<file path="config.mk">
export PLATFORM = sky130hd
export DESIGN_NAME = pulse_timer
export DESIGN_NICKNAME = d
export VERILOG_FILES = /design/src/rtl/pulse_timer.sv
export SDC_FILE = /design/constraint.sdc
export NUM_CORES = 1
export LEC_CHECK = 0
export ABC_AREA = 1
export CELL_PAD_IN_SITES_DETAIL_PLACEMENT = 0
export CELL_PAD_IN_SITES_GLOBAL_PLACEMENT = 2
export CORE_ASPECT_RATIO = 0.7
export CORE_UTILIZATION = 33
export DETAILED_ROUTE_END_ITERATION = 8
export PLACE_DENSITY = 0.81
export REMOVE_ABC_BUFFERS = 1
export SYNTH_ARGS = -nofsm -noshare
export SYNTH_HDL_FRONTEND = slang
export SYNTH_SLANG_ARGS = --single-unit
</file>
<file path="constraint.sdc">
create_clock -name clk -period 3.5 [get_ports clk]
set_input_delay 0.7 -clock clk [delete_from_list [all_inputs] [get_ports clk]]
set_output_delay 0.7 -clock clk [all_outputs]
set_load 0.02 [all_outputs]
</file>
<file path="src/rtl/pulse_timer.sv">
// Programmable periodic/one-shot pulse generator with shadowed limit reloads.
// Define PULSE_TIMER_COUNT_EN to expose the running counter on port `count`.
module pulse_timer #(
  parameter int          WIDTH         = 32,
  parameter int unsigned DEFAULT_LIMIT = 32'd25
) (
  input  logic             clk,
  input  logic             rst,
  input  logic             en,
  input  logic [WIDTH-1:0] limit,
  input  logic             load,
  input  logic             oneshot,
  input  logic             start,
  output logic             pulse_out,
  output logic             busy
`ifdef PULSE_TIMER_COUNT_EN
  ,
  output logic [WIDTH-1:0] count
`endif
);

  typedef enum logic [0:0] {IDLE = 1'b0, RUN = 1'b1} state_t;

  localparam logic [WIDTH-1:0] ZERO      = {WIDTH{1'b0}};
  localparam logic [WIDTH-1:0] ONE       = {{(WIDTH-1){1'b0}}, 1'b1};
  localparam logic [WIDTH-1:0] LIM_RESET = WIDTH'(DEFAULT_LIMIT);

  state_t           state_r, state_s;
  logic [WIDTH-1:0] cnt_r, cnt_s;
  logic [WIDTH-1:0] lim_r, lim_s;
  logic [WIDTH-1:0] lim_sh_r, lim_sh_s;
  logic [WIDTH-1:0] lim_eff_s;
  logic             term_s;
  logic             pulse_r, pulse_s;

  // Effective period and terminal-count detection; a zero limit behaves as a period of one
  always_comb begin
    if (lim_r == ZERO) begin
      lim_eff_s = ONE;
    end else begin
      lim_eff_s = lim_r;
    end
    term_s = (state_r == RUN) && en && (cnt_r == (lim_eff_s - ONE));
  end

  // Next-state, counter, limit and strobe logic
  always_comb begin
    cnt_s   = cnt_r;
    lim_s   = lim_r;
    state_s = state_r;
    pulse_s = 1'b0;
    // A load coinciding with a reload point is forwarded straight into the active limit
    if (load) begin
      lim_sh_s = limit;
    end else begin
      lim_sh_s = lim_sh_r;
    end
    case (state_r)
      RUN: begin
        if (start) begin
          cnt_s = ZERO;
          lim_s = lim_sh_s;
        end else if (term_s) begin
          cnt_s   = ZERO;
          lim_s   = lim_sh_s;
          pulse_s = 1'b1;
          if (oneshot) begin
            state_s = IDLE;
          end else begin
            state_s = RUN;
          end
        end else if (en) begin
          cnt_s = cnt_r + ONE;
        end else begin
          cnt_s = cnt_r;
        end
      end
      IDLE: begin
        cnt_s = ZERO;
        if (start) begin
          state_s = RUN;
          lim_s   = lim_sh_s;
        end else begin
          state_s = IDLE;
        end
      end
      default: begin
        cnt_s   = ZERO;
        state_s = RUN;
      end
    endcase
  end

  // State registers with synchronous reset
  always_ff @(posedge clk) begin
    if (rst) begin
      state_r  <= RUN;
      cnt_r    <= ZERO;
      lim_r    <= LIM_RESET;
      lim_sh_r <= LIM_RESET;
      pulse_r  <= 1'b0;
    end else begin
      state_r  <= state_s;
      cnt_r    <= cnt_s;
      lim_r    <= lim_s;
      lim_sh_r <= lim_sh_s;
      pulse_r  <= pulse_s;
    end
  end

  assign pulse_out = pulse_r;
  assign busy      = (state_r == RUN);
`ifdef PULSE_TIMER_COUNT_EN
  assign count     = cnt_r;
`endif

endmodule

</file>
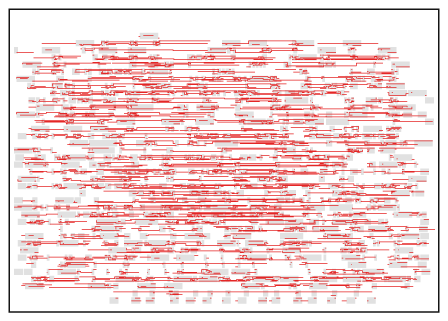
*Signal wires on met1, run 1*
Cells faint in the background.
The layer holds 57% of the routed length. The wires run mostly horizontal. The layer carries 9640 um of wire. The longest straight run is 98.4 um. 966 nets have wire on it.
GR met1 Demand/Resource: 29.40%
DRT Wirelength: 17.03 mm
vias post-DR: 5651

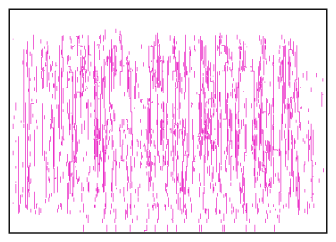
*M2 wires, run 1*
The wires run mostly vertical. The layer holds 39% of the routed length. The longest straight run is 54.1 um.
met2 Usage GRT: 28.99%

==> qor.csv, run 1 <==
metric;value;unit
hold_viol;0;
top_logic_kind;simple AND/OR/NAND/NOR gates;
numClockSinks;98;
swShare;28.58;%
pwr_density_cell;369.9;nW/um^2
cellLeakagePower;3.289;nW
synth.avg_cell_area;6.541;sq um
outcome;finished clean;
top_cells_by_count;nor2_1 (168), nand2_1 (155), inv_1 (122), dfxtp_1 (98);
ys_chip_area;5978;sq um
die-area;18670;sq um
fin_area;7378;sq um
yosysUniqueCellTypes;37;
wl_per_cell;13.90;um
area_growth;23.42;%
p_clk;1.03;mW
dr_wl_met2;6.727;mm
grt_most_used_layer;met1;
cts_root_buf;clkbuf_16;
vias_per_cell;4.613;
top_cell_area_share;32.82;%
seq_power_share;43.7;%
fp.dieW;162.9;um
compound_area_share;9.146;%
topCellsByArea;dfxtp_1 (33%), nor2_1 (11%), nand2_1 (9.7%), inv_1 (7.7%), xor2_1 (7.3%);
crit_path_start;lim_r[12]$_SDFFE_PP0P_;
m1WireLength;9.635;mm
cts_buffers;9;
nClkBuffers;10;
sh_seq_area;26.61;%
drive_above_1_share;15.69;%
routed.top_layer;met4;
adder_share;0.4186;%
hold_end;lim_sh_r[0]$_SDFF_PP1_;
fillers;1879;
crit_family;simple AND/OR/NAND/NOR gates;
period_used_share;91.68;%
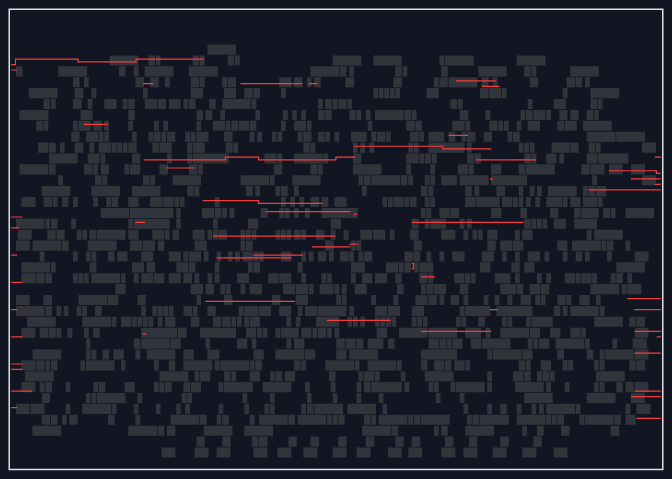
*M3 wires, run 1*
Cells faint in the background.
The layer carries 530 um of wire. The longest straight run is 30.4 um. 43 nets have wire on it. The layer holds 3.1% of the routed length.
met3 usage in global routing: 3.260%

==> run 1: cell usage in the layout (no fill, tap or decap), types with 2 or more instances in the layout <==
cell type,instances
clkdlybuf4s50_1,38
a21oi_4,2
xor2_1,49
nor2_4,6
buf_12,3
clkbuf_16,9
nand4_1,47
nand2_1,151
nand3_2,4
xnor2_1,14
nand3b_1,5
nor4_1,2
nor3_1,16
nor3_2,2
o21ai_1,12
buf_4,60
nor2_1,158
clkinvlp_4,2
or2_2,36
dfxtp_1,97
nand3_1,31
o21ai_0,50
inv_1,122
o211ai_1,2
nand2_2,6
nor3b_1,2
a21oi_1,34
nor2_2,12
==> run 1: flip-flops by register name, indices dropped and copies added, names as in the netlist <==
name	cells
busy	1
lim_r	32
cnt_r	32
pulse_out	1
lim_sh_r	32
==> run 1 -> run 2 <==
Settings changed: SLEW_MARGIN set to 20.
==> run 2 against run 1 <==
Count of clock-buffer cells in the layout is the same. Clock power is essentially flat. Largest cell class unchanged. Worst hold slack unchanged. Highest routed layer unchanged. Synthesized cell count did not move. Critical path type unchanged. Global-route usage stayed put. Die size is the same.
==> qor.csv, run 2 <==
metric;value;unit
outcome;finished clean;
die_y;114.6;um
crit_family;simple AND/OR/NAND/NOR gates;
num-multi-input-gates;655;
finClkSkew;0.008207;ns
fp_util;34.32;%
cellLeakagePower;3.289;nW
synth.avg_cell_area;6.541;sq um
pwr_density_cell;369.9;nW/um^2
wl_per_cell;13.90;um
period_used_share;91.68;%
fin_hold_ws;0.4573;ns
antenna_found_initial;0;
hold_end;lim_sh_r[0]$_SDFF_PP1_;
detailedPlacementHpwl;12.82;mm
mostFrequentLayoutCell;nor2_1;
wirelength;17.03;mm
ios;40;
diodes;0;
final_cell_mix;nor2_1 (158), nand2_1 (151), inv_1 (122);
fillers;1879;
r2r_end;lim_r[18]$_SDFFE_PP0P_;
final_nets;1029;
sh_seq_area;26.61;%
coreArea;17420;sq um
top_cells_by_count;nor2_1 (168), nand2_1 (155), inv_1 (122), dfxtp_1 (98);
cts_buffers;9;
cts_root_buf;clkbuf_16;
crit_path_start;lim_r[12]$_SDFFE_PP0P_;
largestRegisters;cnt_r x32, lim_r x32, lim_sh_r x32;
nClkBuffers;10;
vias;5651;
fp.dieW;162.9;um
topCellsByArea;dfxtp_1 (33%), nor2_1 (11%), nand2_1 (9.7%), inv_1 (7.7%), xor2_1 (7.3%);
yosysUniqueCellTypes;37;
flop-count;98;
area_growth;23.42;%
vias_per_cell;4.613;
hold_viol;0;
top_cell_area_share;32.82;%
ys_seq_share;32.82;%
fin_area;7378;sq um
numClockSinks;98;
ys_chip_area;5978;sq um
run 2: cell counts in the layout (fill, tap and decap cells not counted):
Identical to the previous run, type by type.
run 2: cells by family (layout without fill, tap and decap cells):
logic type      Yosys count  after routing  share of synthesized area, %
fa+ha+maj                 2              2                        0.4185
simple gates            485            485                         37.11
compound gates          103            104                         9.146
buf+inv                 162            241                         11.13
xor+xnor                 64             64                         9.376
flops                    98             98                         32.82
run 2: report_power, final:
group          switching [mW]  internal, mW
Clock                   0.465         0.564
Combinational           0.292         0.216
Sequential             0.0237          1.17
run 2: per-layer routing:
metal	up-vias	wire, um	global-route usage, %
li1	3037	-	-
met1	2528	9635	29.40
met2	74	6727	28.99
met3	12	529	3.260
met4	0	141	3.925
met5	-	0	0
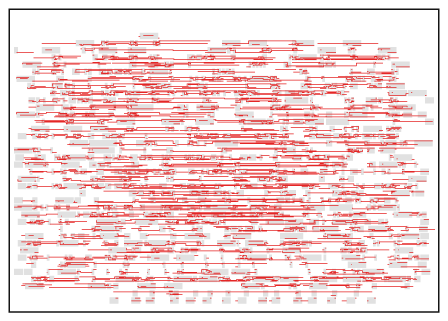
*Signal wires on met1, run 2*
Cells faint in the background.
The longest straight run is 98.4 um. The layer holds 57% of the routed length. 966 nets have wire on it. The wires run mostly horizontal.

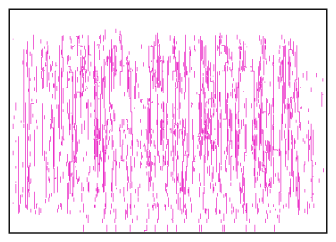
*M2 wires, run 2*
The wires run mostly vertical. The longest straight run is 54.1 um. 736 nets have wire on it. The layer holds 39% of the routed length. The layer carries 6730 um of wire.

==> run 2 -> run 3 <==
Settings changed: PLACE_DENSITY 0.81 to not set, PLACE_DENSITY_LB_ADDON set to 0.1, REMOVE_ABC_BUFFERS 1 to not set.
==> run 3 against run 2 <==
First-iteration DRC count rose by 11%. Clock skew about the same. Sequential share of layout area rose by 0.87 points. Cell count down 1.9%. Combinational power is 3.9% lower. Critical endpoint is now cnt_r[4]$_SDFFE_PP0P_. Die size unchanged. Synthesized cell count is the same. Area after synthesis stayed put. Total power down 1.1%. Sequential power about the same. Critical path depth is the same. Fmax decreased by 3.0%.
==> qor.csv, run 3 <==
metric;value;unit
area_growth;19.90;%
route.met3.wl;698;um
final_nets;1006;
mostFrequentLayoutCell;nor2_1;
comb_power;488;uW
p_sw;821.0;uW
outcome;finished clean;
p_int;1.878;mW
p_seq;1.20;mW
vias_per_cell;4.899;
die_y;114.6;um
hold_viol;0;
cellLeakagePower;3.195;nW
largestRegisters;cnt_r x32, lim_r x32, lim_sh_r x32;
combPwrFrac;18.1;%
pwr_density_cell;376.6;nW/um^2
flop-count;98;
ios;40;
cts_root_buf;clkbuf_16;
fp_util;34.32;%
num-multi-input-gates;656;
crit_path_start;lim_r[14]$_SDFFE_PP0P_;
fin_area;7168;sq um
use_met3;3.187;%
==> run 3: cell types whose count changed in the layout (fill, tap and decap cells not counted), sizes merged <==
| cell | before | now |
|---|---|---|
| buf | 64 | 40 |
| nand2 | 158 | 159 |
| bufinv | 1 | 0 |
| clkinvlp | 2 | 0 |
| clkinv | 2 | 5 |
==> run 3: cells by family (layout without fill, tap and decap cells) <==
| group | Yosys count | count (layout) |
|---|---|---|
| AND/OR/NAND/NOR | 485 | 486 |
| XOR/XNOR | 64 | 64 |
| AND-OR/OR-AND | 103 | 104 |
| buffers and inverters | 162 | 217 |
| adder cells (fa/ha/maj) | 2 | 2 |
| flip-flops | 98 | 98 |
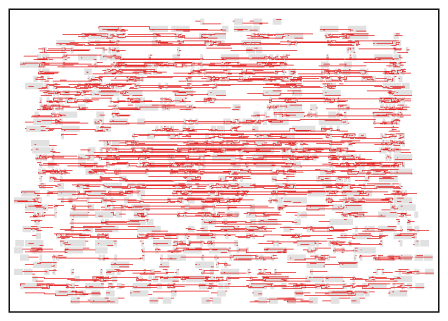
*Signal wires on met1, run 3*
Cells faint in the background.
951 nets have wire on it. The longest straight run is 50.6 um. The layer holds 53% of the routed length. The layer carries 10200 um of wire.
GR met1 Demand/Resource: 30.56%
DRT Wirelength: 19.19 mm
vias post-DR: 5888

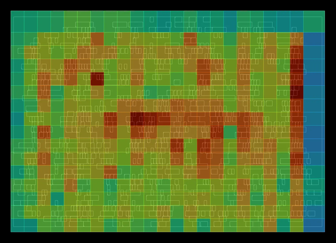
*Routing congestion map, run 3*
met2 Usage GRT: 33.65%
GRT Max-Usage Layer: met2
GRT Total Usage: 21.38%

Power and IR drop assume default switching activity.
